==> config.mk <==
export PLATFORM = sky130hd
export DESIGN_NAME = route_sequencer
export DESIGN_NICKNAME = d
export VERILOG_FILES = /design/src/rtl/route_sequencer_pkg.sv /design/src/rtl/route_sequencer_mem.sv /design/src/rtl/route_sequencer.sv
export SDC_FILE = /design/constraint.sdc
export NUM_CORES = 1
export LEC_CHECK = 0
export CORE_UTILIZATION = 55
export CTS_CLUSTER_DIAMETER = 150
export DETAILED_ROUTE_END_ITERATION = 10
export GPL_ROUTABILITY_DRIVEN = 0
export PLACE_DENSITY_LB_ADDON = 0.25
export SYNTH_ARGS = -nofsm -noshare
export SYNTH_HDL_FRONTEND = slang
export SYNTH_SLANG_ARGS = --single-unit
==> constraint.sdc <==
create_clock -name clk_3125KHz -period 3.9 [get_ports clk_3125KHz]
set_clock_uncertainty 0.15 [all_clocks]
set_input_delay 0.585 -clock clk_3125KHz [delete_from_list [all_inputs] [get_ports clk_3125KHz]]
set_output_delay 0.585 -clock clk_3125KHz [all_outputs]
set_load 0.02 [all_outputs]
run_1/clock_map.png
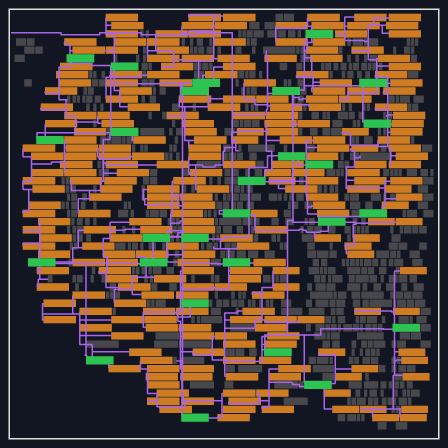
Orange marks flip-flops, count 258. Purple marks clock wires, length 2710 um. Green marks cells driving clock nets, count 27.
There are 28 routed clock nets.
Clock net power: 0.00256 W
clock group share of total power: 0.417
clk latency late pin: 0.53 ns

run_1/final_placement.png
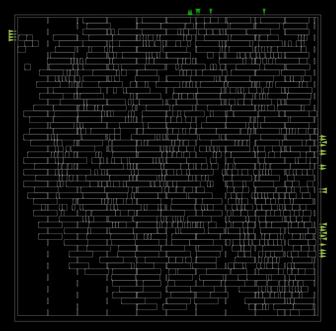
final core occ: 0.6506
tapcell count: 265

run_1/pdn.png
The bar under the picture is 50 um long. Pins as bars on the die edge. Tap cells in gray.
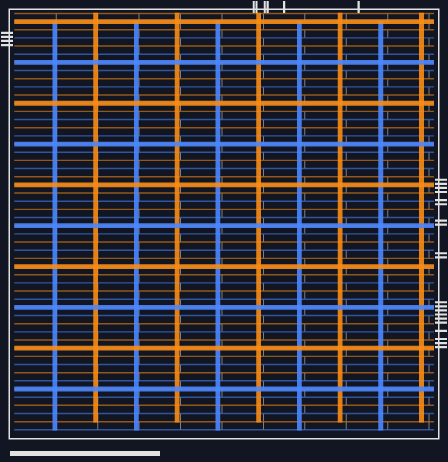
Blue marks VSS. Orange marks VDD.
265 tap cells. 30 signal pins sit on the boundary. 10 straps on met5.
core area: 19400 um^2
die height: 142.6 um

==> deck_impl_summary.md <==
Flow Results at a Glance

Synthesis
  • Yosys chip area: 10870 um^2
  • Avg Cell Area, Syn: around 13 um^2
  • Post-synth seq share: 0.6971
  • EDFF count, synth: 224
  • Post-synthesis cell count: 820
  • Cell Area, Synth: 10870 um^2
  • Ys cells: 820
  • Nets at Floorplan: between 800 and 900
  • Async SR Flop Fraction: 0.1318
  • Register bit total from synthesis: 258
  • Post-synth cell types: between 60 and 70
  • Most common reg cell: edfxtp_1
  • Synthesis Warnings: 0

Pwr
  • Seq pwr share: 0.513
  • P_leak: 4.484 nW
  • Int Power: 0.004805 W
  • Total power: 0.006149 W
  • Sw Share: 0.2186
  • VDD IR max: 0.0003796 V
  • Combinational power share: 0.070
  • Switch Pwr: 0.001344 W
  • Pwr/cell area: 487.2 nW/um^2

Timing
  • Final Hold Fails: 0
  • Period utilization: 0.9787
  • Fmax: around 260 MHz
  • Final WS setup: 0.08294 ns
  • Hold slack: roughly 0.32 ns
  • Tmin final: 3.817 ns
  • Rel. slew slack: 0.4823
  • # setup viols final: 0
  • Pins over their slew limit: 0
  • Worst slew pin tran: 0.7657 ns

Setup path
  • Worst Setup End Kind: flip-flop
  • Crit path buf inv count: 3
  • Critical path startpoint category: flip-flop
  • CP Class: reg2reg
  • CP most frequent cell: nand2_1
  • Crit path DRT: 4.16 ns
  • Critical Path Max Stage Delay: 0.51 ns
  • R2R Setup Slk: between 0.08 and 0.09 ns
  • Top delay family on crit path: AND-OR/OR-AND gates
  • Cell depth of the worst flop-to-flop path: 14
  • Worst path arrival time: 4.08 ns
  • Crit path cell chain: inv_1 > ha_1 > or4b_4 > nor4bb_4 > nand2_1 > a21o_1 > a31o_2 > inv_4 > buf_12 > nand2_1 > and3_1 > o21ai_0 > a31oi_2 > o211ai_1
  • Crit path depth: 14
  • Slowest-stage cell, CP: or4b_4
  • Max Fanout on Critical Path: 31

Clocking
  • CTS tree: built
  • CTS max path bufs: 3
  • Cts bufs inserted: 27
  • CTS hold repair buffers: 0
  • Clock sink count: between 200 and 300
  • H-tree levels: 1
  • Root buffer cell: clkbuf_16
  • Worst-path clk slew: 0.06 ns

Global route
  • GR Util met2: 0.4151
  • Largest net degree at the start of global routing: about 77
  • GR peak layer: met2
  • Met3 Usage GRT: 0.04441
  • First-pass GRT wire length: slightly below 40000 um
  • Grt ovf: 0
  • Antenna violations before repair: 0
  • GRT Total Usage: 0.2617
  • Met1 GRT Util: 0.3626
  • Vias in the first global route: 7053

Floorplanning
  • DIE AREA: 20330 um^2
  • Die width: 142.6 um
  • Row cnt: 51
  • Starting Density: 0.5603
  • I/O Pins: 30

Drt
  • Number of vias per cell: 6.107
  • WL/cell: 21.99 um
  • Detail Route Antenna Nets: 0
  • Final wirelength: 25710 um
  • Routed via count: 7139
  • DRC: 0
  • Initial DRT Pass Iterations: 5
  • DR iter-0 viols: around 750

Layout
  • Most frequent cells in the layout: 224 x edfxtp_1, 180 x nand2_1, 61 x nor2_1, 37 x buf_4, 36 x and3_1
  • Most numerous logic cell after layout: edfxtp_1
  • Share of cells above drive strength 1: 0.1283
  • Fin cells: 1169
  • Fin area: 12620 um^2
  • Ant. Diodes: 0
  • Number of flip-flops under the largest register name: 224
  • Final Net Count: between 900 and 1000
  • P&R area growth vs syn: 16.12%

Placement
  • Placed cells: 1113
  • Post-placement cell area: 11590 um^2
  • IO buf count: 29
  • Final HPWL DP: 16070 um
  • Setup slack at placement: -0.03445 ns

Flow run
  • Tool warnings: 29
  • Max cap viols: 0

Hold path
  • Hold Path Class: in2async

Status
  • Outcome: completed
run 1: logic make-up after synthesis:
logic type	count (synthesis)	synth area share
flops	258	0.6971
mux	32	0.04121
buf+inv	48	0.02337
fa+ha+maj	6	0.006907
xor+xnor	17	0.01370
compound gates	102	0.06320
simple gates	357	0.1545
run 1: cell type report:
class,instances,area [um^2]
fillers,1432,6778
clock buffers,33,708.2
clock inverters,16,181.4
multi-input cells,514,3107
well taps,265,331.6
flip-flops and latches,258,7577
repair buffers,71,668.1
inverters,12,47.55
run 1: cell usage after synthesis, drive strengths merged (4+ instances only):
library cell,number,share of area
a21oi,10,0.0046
a22o,4,0.0032
a22oi,11,0.0076
a31oi,35,0.020
and3,36,0.021
buf,24,0.015
clkbuf,12,0.0043
dfrtp,34,0.078
edfxtp,224,0.62
ha,6,0.0069
inv,12,0.0044
mux2i,20,0.018
mux4,10,0.021
nand2,180,0.062
nand2b,5,0.0029
nand3,18,0.0083
nand4,11,0.0063
nor2,66,0.025
nor3,11,0.0051
nor3b,5,0.0035
o211ai,6,0.0041
o21ai,14,0.0064
xnor2,7,0.0056
xor2,10,0.0081
run 1: per-layer routing:
| layer | wire length [um] | part of all wire |
|---|---|---|
| met2 | 12300 | 0.48 |
| met3 | 2144 | 0.083 |
| met1 | 10430 | 0.41 |
| met4 | 831 | 0.032 |
| met5 | 0 | 0 |
run 1: tightest hold or removal path: cells and delay by family:
family	cells	cell delay [ns]
buffers and inverters	3	0.85
run 1: power by group through the flow:
stage | registers, W | clock network [W] | logic, W
finish | 0.00316 | 0.00256 | 0.000432
global route | 0.00316 | 0.00270 | 0.000477
CTS | 0.00315 | 0.00258 | 0.000419
detailed placement | 0.00321 | 0 | 0.000416
global placement | 0.00320 | 0 | 0.000395
floorplan | 0.00320 | 0 | 0.000261
run 1: timing repair:
action,4_1_cts,5_1_grt
gates resized,1,13
pin swaps,0,3
cloned,0,1
endpoints found under the setup margin,1,7
setup buffers,0,6
run 1: per-stage QoR:
stage | TNS, ns | utilization
floorplan | 0 | -
global placement | 0 | 0.5977
detailed placement | -0.06857 | 0.5977
CTS | 0 | 0.6439
global route | -0.03217 | 0.6506
finish | 0 | 0.6506
Power is estimated from default activity; no workload was simulated.
